Figure 1. Track usage over the die.
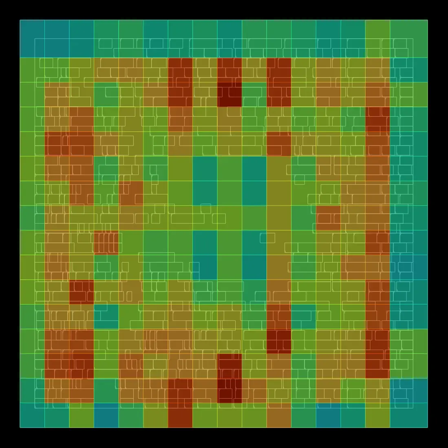
Figure 2. Placement by cell class.
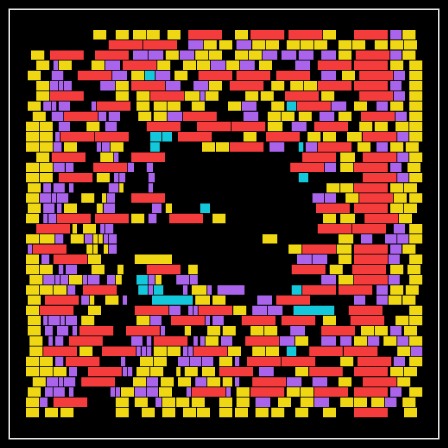
Figure 3. PDN straps and rails.
The bar under the picture is 20 um long. Pins as bars on the die edge.
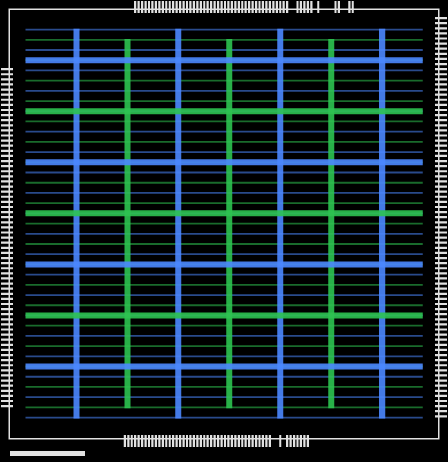
===== src/rtl/mem_port_ctrl.sv =====
// Single-outstanding data-memory port: arbitrates a load and a store requester onto one memory command.
// Define MEMCTRL_RR_ARB_EN for round-robin arbitration; the default is fixed load-first priority.
module mem_port_ctrl #(
    parameter int WIDTH    = 32,
    parameter int ADDR_LEN = 32
) (
    input  logic                clk,
    input  logic                reset,
    input  logic                ld_valid,
    output logic                ld_ready,
    input  logic [ADDR_LEN-1:0] ld_addr,
    input  logic [3:0]          ld_tag,
    input  logic                st_valid,
    output logic                st_ready,
    input  logic [ADDR_LEN-1:0] st_addr,
    input  logic [WIDTH-1:0]    st_data,
    input  logic [3:0]          st_be,
    output logic                mem_req,
    output logic                mem_we,
    output logic [ADDR_LEN-1:0] mem_addr,
    output logic [WIDTH-1:0]    mem_wdata,
    output logic [3:0]          mem_be,
    input  logic                mem_ack,
    input  logic [WIDTH-1:0]    mem_rdata,
    output logic                ld_resp_valid,
    output logic [WIDTH-1:0]    ld_resp_data,
    output logic [3:0]          ld_resp_tag,
    output logic                st_done,
    output logic                busy
);

    typedef enum logic {IDLE, WAIT} state_t;

    state_t     state_q;
    state_t     state_d;
    logic       grant_ld;
    logic       grant_st;
    logic       ld_first;
    logic [3:0] tag_p0;

`ifdef MEMCTRL_RR_ARB_EN
    // Pointer names the type that wins the next tie; it moves only on a handshake.
    logic ld_first_q;

    always_ff @(posedge clk or posedge reset) begin
        if (reset) begin
            ld_first_q <= 1'b1;
        end else if (grant_ld) begin
            ld_first_q <= 1'b0;
        end else if (grant_st) begin
            ld_first_q <= 1'b1;
        end
    end

    assign ld_first = ld_first_q;
`else
    assign ld_first = 1'b1;
`endif

    always_ff @(posedge clk or posedge reset) begin
        if (reset) begin
            state_q <= IDLE;
        end else begin
            state_q <= state_d;
        end
    end

    // Grants double as handshake strobes: only the granted side sees ready.
    always_comb begin
        state_d  = state_q;
        grant_ld = 1'b0;
        grant_st = 1'b0;
        if (state_q == IDLE) begin
            grant_ld = ld_valid && (!st_valid || ld_first);
            grant_st = st_valid && !grant_ld;
            if (grant_ld || grant_st) begin
                state_d = WAIT;
            end
        end else if (mem_ack) begin
            state_d = IDLE;
        end
    end

    assign ld_ready = grant_ld && !reset;
    assign st_ready = grant_st && !reset;
    assign mem_req  = (state_q == WAIT);
    assign busy     = (state_q == WAIT);

    // Command capture at the handshake, completion pulses one cycle after the ack edge.
    always_ff @(posedge clk or posedge reset) begin
        if (reset) begin
            mem_we        <= 1'b0;
            mem_addr      <= '0;
            mem_wdata     <= '0;
            mem_be        <= '0;
            tag_p0        <= '0;
            ld_resp_valid <= 1'b0;
            ld_resp_data  <= '0;
            ld_resp_tag   <= '0;
            st_done       <= 1'b0;
        end else begin
            ld_resp_valid <= 1'b0;
            st_done       <= 1'b0;
            if (grant_ld) begin
                mem_we    <= 1'b0;
                mem_addr  <= ld_addr;
                mem_wdata <= '0;
                mem_be    <= '0;
                tag_p0    <= ld_tag;
            end else if (grant_st) begin
                mem_we    <= 1'b1;
                mem_addr  <= st_addr;
                mem_wdata <= st_data;
                mem_be    <= st_be;
            end
            if ((state_q == WAIT) && mem_ack) begin
                if (mem_we) begin
                    st_done <= 1'b1;
                end else begin
                    ld_resp_valid <= 1'b1;
                    ld_resp_data  <= mem_rdata;
                    ld_resp_tag   <= tag_p0;
                end
            end
        end
    end

endmodule


===== config.mk =====
export PLATFORM = sky130hd
export DESIGN_NAME = mem_port_ctrl
export DESIGN_NICKNAME = d
export VERILOG_FILES = /design/src/rtl/mem_port_ctrl.sv
export SDC_FILE = /design/constraint.sdc
export NUM_CORES = 1
export LEC_CHECK = 0
export CAP_MARGIN = 0
export CORE_MARGIN = 4
export CORE_UTILIZATION = 40
export CTS_BUF_LIST = sky130_fd_sc_hd__clkbuf_4
export CTS_CLUSTER_SIZE = 12
export DETAILED_ROUTE_END_ITERATION = 12
export GPL_TIMING_DRIVEN = 0
export PLACE_DENSITY = 0.89
export SLEW_MARGIN = 20
export SYNTH_ARGS = -nofsm -noshare
export SYNTH_HDL_FRONTEND = slang
export SYNTH_SLANG_ARGS = --single-unit

===== constraint.sdc =====
create_clock -name clk -period 4.7 [get_ports clk]
set_input_delay 0.94 -clock clk [delete_from_list [all_inputs] [get_ports clk]]
set_output_delay 0.94 -clock clk [all_outputs]
set_load 0.01 [all_outputs]

==> Slide: Implementation Results <==
Implementation Results

Synthesis
  • Yosys warnings: 0
  • Xor/xnor share: 0%
  • Main flop type after synthesis: dfrtp_1
  • Floorplan Nets: 479
  • Flops after synth: 112
  • Post-synth seq share: 62.34%
  • Most common cell in the netlist: dfrtp_1
  • Syn Area/Cell: 13.30 um2
  • Ys async rst share: 100.0%
  • Adder share: 0%
  • Flip-flops with a built-in enable: 0
  • Yosys chip area: 4496 um2
  • Top logic family: AND-OR/OR-AND gates

Layout
  • Most numerous logic cell after layout: clkdlybuf4s50_1
  • Number of non-clock buffers: 281
  • Signal buf overhead: 37.34%
  • Fill cells: 802
  • Nets: 741
  • Mi-comb count: 192
  • # clk buffers: 10
  • Share of cells above drive strength 1: 13.25%
  • Finished Layout Cells: 744
  • Layout clock area frac: 2.124%
  • Logic share of the area: 19.82%
  • Seq area share: 38.07%
  • ANT cells: 0
  • Top Layout Cells: 250 x clkdlybuf4s50_1, 112 x dfrtp_1, 46 x nor2_1

Outcome
  • Outcome: finished, final reports clean

Power and ir drop
  • Internal power: 2.094 mW
  • Power Total: 2.954 mW
  • Leak: 3.050 nW
  • Switching share of total power: 29.11%
  • Power consumed by sequential cells: 1.33 mW
  • Sequential power share: 45.1%
  • Worst vdd ir: 0.2117 mV
  • Combinational fraction of design power: 37.2%
  • Pwr Density: 401.2 nW/um2
  • Top power group: registers
  • Comb group: 1.10 mW

Route
  • M1 WL: 5136 um
  • Initial DRC Count: 171
  • DR top layer: met4
  • Drt pass-1 iters: 6

Place
  • Placer congestion estimate: 0.9068
  • Setup Slack @ Placement: 943.1 ps
  • Placed cells: 729

Global route
  • Met1 Track Usage GR: 24.39%
  • Vias in the first global route: 4235
  • Largest net degree at the start of global routing: 63

Floorplan
  • Die Size: 13000 um2
  • DIE WIDTH: 114.0 um
  • Tapcell Cnt: 140
  • FP Util: 41.11%
  • I/O pin cnt: 252
  • FP Rows: 38

Clocking
  • CTS clk-pin slew, worst paths: 140 ps
  • Clock H-tree levels: 3
  • Number of clock sinks: 112

Critical path
  • Crit path cell chain: clkdlybuf4s50_1, inv_1, clkbuf_1, nor3_1, clkdlybuf4s50_1
  • CP required: 3760 ps
  • Highest cell delay on the worst timing path: 610 ps
  • Arr. time, crit path: 2830 ps
  • Worst path top cell family by delay: buffers and inverters
  • WS Path Type: input pin to primary output

Final timing
  • Final Skew: 21.62 ps
  • Setup_tns: 0 ps
  • Slew HR: 68.41%
  • RSZ-0062 raised after global routing: false
  • Min cycle time layout: 3768 ps
  • Worst Tran Pin Value: 473.9 ps
  • Final setup margin: 931.5 ps

Worst hold path
  • Min-Delay Path Class: flip-flop to flip-flop

Flow run
  • Max cap viols: 0
Back to the opening pictures, Figure 1:
WL per Instance: 18.70 um
grt peak-use layer: met2
post-layout util: 67.32%
met3 Use GR: 6.154%
Tot GR Track Use: 21.19%

Back to the opening pictures, Figure 2:
Cyan shows clock drivers and dummy loads, cells 15. Red shows flops, cells 112. Purple shows all other logic, cells 196. Yellow shows other buffers and delay cells, cells 281.
final instance area: 7362 um2
Core Box Area: 10940 um2

Back to the opening pictures, Figure 3:
Blue shows VSS. Green shows VDD.
7 straps on met4. 39 met1 rails follow the rows. The core has 38 rows.

worst paths after layout:
kind                            from         endpoint  slack [ps]  depth (start not counted)
max                         st_valid         st_ready         930                          5
min                        tag_p0[3]        tag_p0[3]         520                          1
max reg2reg                     busy  ld_resp_data[2]        3070                          5
min reg2reg                tag_p0[3]        tag_p0[3]         520                          1
max in group asynchronous      reset    mem_wdata[30]        3050                          3
min in group asynchronous      reset      mem_addr[3]         970                          2
flip-flops by register name (all words and copies together), names as in the netlist:
name and cells:
ld_resp_tag 4, mem_be 4, ld_resp_data 32, mem_we 1, mem_wdata 32, tag_p0 4
ld_resp_valid 1, mem_addr 32, st_done 1, busy 1
worst register-to-register path, cell delays in order, from the launching register on:
cell and delay, ps:
dfrtp_1 450, buf_4 190, nand3b_1 80, buf_2 270, buf_6 200, mux2_2 350
Power and IR drop assume default switching activity.
